<file path="src/rtl/traffic_pkg.sv">
// Shared encodings for the A/B traffic-light controller and its congestion counter.
package traffic_pkg;

  typedef enum logic [2:0] {
    INIT        = 3'd0,
    A_STATE     = 3'd1,
    B_STATE     = 3'd2,
    A_IS_GREEN  = 3'd3,
    B_IS_GREEN  = 3'd4,
    BLINK_STATE = 3'd5,
    A_YELLOW    = 3'd6,
    B_YELLOW    = 3'd7
  } state_t;

  localparam logic [2:0] RED = 3'b100;
  localparam logic [2:0] YEL = 3'b010;
  localparam logic [2:0] GRN = 3'b001;
  localparam logic [2:0] OFF = 3'b000;

  localparam int unsigned TIMER_W = 10;

  // Terminal timer value for a phase lasting n cycles.
  function automatic logic [TIMER_W-1:0] last_cyc(input int unsigned n);
    return TIMER_W'(n - 1);
  endfunction

endpackage

</file>
<file path="src/rtl/phase_timer.sv">
// 10-bit phase counter: synchronous clear, enable, saturates at limit, flags done.
module phase_timer
  import traffic_pkg::*;
(
  input  logic               CLK,
  input  logic               Reset,
  input  logic               clr,
  input  logic               en,
  input  logic [TIMER_W-1:0] limit,
  output logic [TIMER_W-1:0] t,
  output logic               done
);

  always_ff @(posedge CLK) begin
    if (Reset)
      t <= '0;
    else if (clr)
      t <= '0;
    else if (en && (t < limit))
      t <= t + TIMER_W'(1);
  end

  assign done = (t >= limit);

endmodule

</file>
<file path="src/rtl/traffic_light_fsm.sv">
// Two-road traffic-light controller: green/monitor/yellow sequencing with
// congestion or max-time handover and a maintenance blink mode.
module traffic_light_fsm
  import traffic_pkg::*;
#(
  parameter int unsigned STOP_LIMIT  = 8,
  parameter int unsigned MIN_GREEN   = 16,
  parameter int unsigned MAX_GREEN   = 64,
  parameter int unsigned YELLOW_CYC  = 4,
  parameter int unsigned ALL_RED_CYC = 2,
  parameter int unsigned BLINK_HALF  = 8
) (
  input  logic       CLK,
  input  logic       Reset,
  input  logic       A_Traffic,
  input  logic       B_Traffic,
  input  logic [9:0] Traffic_stop,
  input  logic       Blink_en,
  output logic [2:0] state,
  output logic [2:0] A_light,
  output logic [2:0] B_light
);

  state_t               cur_state, nxt_state;
  logic                 blink_phase;
  logic                 t_clr, t_done, congested;
  logic [TIMER_W-1:0]   t_limit, t;

  phase_timer u_timer (
    .CLK   (CLK),
    .Reset (Reset),
    .clr   (t_clr),
    .en    (1'b1),
    .limit (t_limit),
    .t     (t),
    .done  (t_done)
  );

  always_ff @(posedge CLK) begin
    if (Reset) begin
      cur_state   <= INIT;
      blink_phase <= 1'b0;
    end else begin
      cur_state <= nxt_state;
      if (cur_state != BLINK_STATE)
        blink_phase <= 1'b0;
      else if (t_done)
        blink_phase <= ~blink_phase;
    end
  end

  assign congested = (Traffic_stop >= 10'(STOP_LIMIT));

  always_comb begin
    t_limit = last_cyc(ALL_RED_CYC);
    case (cur_state)
      A_IS_GREEN, B_IS_GREEN: t_limit = last_cyc(MIN_GREEN);
      A_STATE, B_STATE:       t_limit = last_cyc(MAX_GREEN);
      A_YELLOW, B_YELLOW:     t_limit = last_cyc(YELLOW_CYC);
      BLINK_STATE:            t_limit = last_cyc(BLINK_HALF);
      default:                t_limit = last_cyc(ALL_RED_CYC);
    endcase
  end

  always_comb begin
    nxt_state = cur_state;
    if (Blink_en && (cur_state != BLINK_STATE)) begin
      nxt_state = BLINK_STATE;
    end else begin
      case (cur_state)
        INIT:        if (t_done) nxt_state = A_IS_GREEN;
        A_IS_GREEN:  if (t_done) nxt_state = B_STATE;
        B_STATE:     if (congested || (t_done && B_Traffic)) nxt_state = A_YELLOW;
        A_YELLOW:    if (t_done) nxt_state = B_IS_GREEN;
        B_IS_GREEN:  if (t_done) nxt_state = A_STATE;
        A_STATE:     if (congested || (t_done && A_Traffic)) nxt_state = B_YELLOW;
        B_YELLOW:    if (t_done) nxt_state = A_IS_GREEN;
        BLINK_STATE: if (!Blink_en) nxt_state = INIT;
        default:     nxt_state = INIT;
      endcase
    end
  end

  // Timer restarts on every state change and on each blink half-period.
  assign t_clr = (nxt_state != cur_state) || ((cur_state == BLINK_STATE) && t_done);

  always_comb begin
    A_light = RED;
    B_light = RED;
    case (cur_state)
      A_IS_GREEN, B_STATE: A_light = GRN;
      A_YELLOW:            A_light = YEL;
      B_IS_GREEN, A_STATE: B_light = GRN;
      B_YELLOW:            B_light = YEL;
      BLINK_STATE: begin
        A_light = {1'b0, blink_phase, 1'b0};
        B_light = {1'b0, blink_phase, 1'b0};
      end
      default: ;
    endcase
  end

  assign state = cur_state;

endmodule

</file>
<file path="config.mk">
export PLATFORM = sky130hd
export DESIGN_NAME = traffic_light_fsm
export DESIGN_NICKNAME = d
export VERILOG_FILES = /design/src/rtl/traffic_pkg.sv /design/src/rtl/phase_timer.sv /design/src/rtl/traffic_light_fsm.sv
export SDC_FILE = /design/constraint.sdc
export NUM_CORES = 1
export LEC_CHECK = 0
export ABC_CLOCK_PERIOD_IN_PS = 3200
export CORE_MARGIN = 2
export CORE_UTILIZATION = 35
export CTS_BUF_LIST = sky130_fd_sc_hd__clkbuf_2
export DETAILED_ROUTE_END_ITERATION = 10
export PLACE_DENSITY_LB_ADDON = 0.25
export SLEW_MARGIN = 20
export SYNTH_ARGS = -nofsm -noshare
export SYNTH_HDL_FRONTEND = slang
export SYNTH_HIERARCHICAL = 1
export SYNTH_SLANG_ARGS = --single-unit
export TNS_END_PERCENT = 30
</file>
<file path="constraint.sdc">
create_clock -name CLK -period 3.2 [get_ports CLK]
set_clock_uncertainty 0.1 [all_clocks]
set_input_delay 0.64 -clock CLK [delete_from_list [all_inputs] [get_ports CLK]]
set_output_delay 0.64 -clock CLK [all_outputs]
set_load 0.1 [all_outputs]
</file>
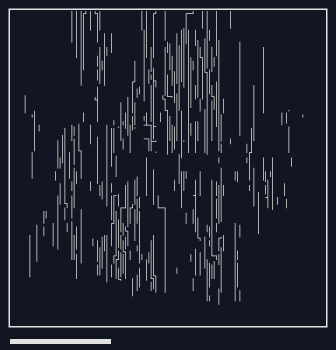
*M2 wires*
The bar under the picture is 20 um long.
main direction	vertical
wire length on this layer	1,330 um

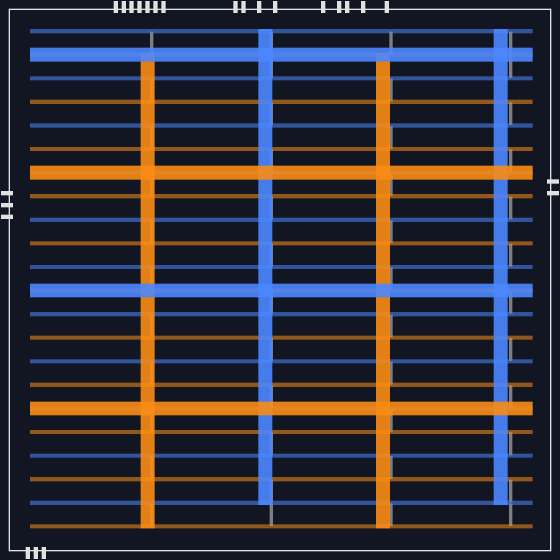
*Floorplan with the power grid*
Pins as bars on the die edge. Tap cells in grey.
colour	net
blue	VDD
orange	VSS
tap cells	46
met5 straps	4
met1 rails	22
signal pins	24
met4 straps	4

==> impl_metrics.yaml <==
# synthesis and place-and-route metrics
timing:
  whs_ns: 0.422
  period_needed_ns: 3.05
outcome:
  status: "completed"
global_route:
  grt_pass1_wl_um: 4600
  grt_use_total_pct: 14.2
placement:
  gp_congestion: 0.788
  place_ws_ns: 0.0615
layout:
  layout.cells.most_common: "buf_4"
  syn2layout_area_growth_pct: 37.8
  antennaDiodeCount: 0
hold_path:
  min_path_type: "flop to flop"
synthesis:
  xor_area_share_pct: 3.68
  ys_types: 43
  largest_area_cell: "dfxtp_1"
  ys_cells: 152
  top_logic_kind: "simple AND/OR/NAND/NOR gates"
  postSynth.asyncResetShare_pct: 0
route:
  vias: 1176
  ant_nets: 0
  drt_wl_total_um: 2850
critical_path:
  max_stage_delay_ns: 0.46
  worst-path-buf-inv: 1
  reg2regPathDepth: 14
  setup.worst_path.start_class: "flop"
floorplanning:
  io_pins: 24
power:
  vdd_drop_max_uv: 199
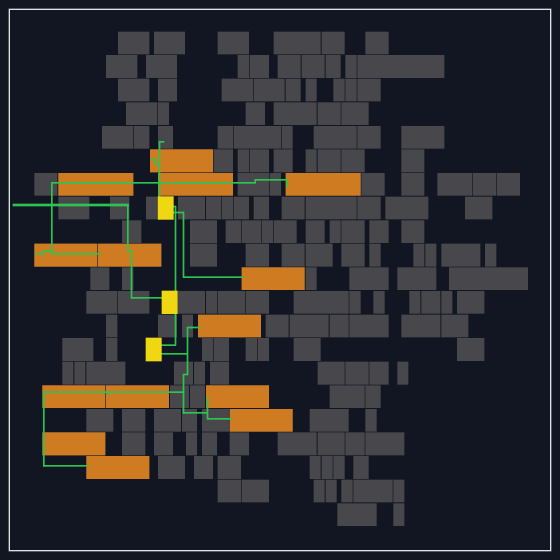
*Clock wires, drivers and flops*
[yellow] clock-net drivers | count: 3
[orange] flip-flops | count: 14
[green] clock wires | length: 171 um
routed clock nets	4

power by group:
part / switching, mW / leakage [nW] / internal [mW]
Combinational: 0.126 / 0.524 / 0.0797
Sequential: 0.0101 / 0.115 / 0.178
Clock: 0.0536 / 0.0166 / 0.0332
what timing repair did:
action,4_1_cts,5_1_grt
endpoints found under the setup margin,0,10
resized,0,4
buffers inserted,0,11
routing by layer:
metal | vias up | track usage (%) | share of wire (%)
li1 | 606 | - | -
met1 | 553 | 19.8 | 51
met2 | 15 | 23.5 | 47
met3 | 2 | 1.27 | 1.9
met4 | 0 | 3.89 | 0.49
met5 | - | 0 | 0
worst max path at each step:
stage / from / end / slack (ns) / depth (start not counted)
floorplan: state[0] / u_timer/t[9] / -0.56 / 18
global placement: state[1] / u_timer/t[2] / 0.11 / 14
detailed placement: state[1] / u_timer/t[2] / 0.06 / 14
CTS: state[1] / u_timer/t[2] / 0.01 / 14
global route: state[0] / u_timer/t[4] / -0.03 / 13
finish: state[2] / u_timer/t[4] / 0.15 / 14
final cells by class:
cell class                      count  area [um2]
Timing Repair Buffer               33         275
Tap cell                           46        57.6
Inverter                           15        56.3
Clock buffer                        4        20.0
Fill cell                         337        1670
Multi-Input combinational cell    122         937
Sequential cell                    14         292
stage by stage:
step / instances / TNS [ns]
2_1_floorplan: 157 / -6.01
3_3_place_gp: 219 / 0
3_5_place_dp: 219 / 0
4_1_cts: 223 / 0
5_1_grt: 234 / -0.0593
6_report: 234 / 0
registers in the layout, summed over array words and instances, names as in the netlist:
signal / count
state: 3
u_timer/t: 10
blink_phase: 1
worst min-delay path, stage by stage, from the launching register on:
cell and delay (ns):
dfxtp_1 0.35, o31ai_1 0.08, a21oi_2 0.05
Power is estimated from default activity; no workload was simulated.
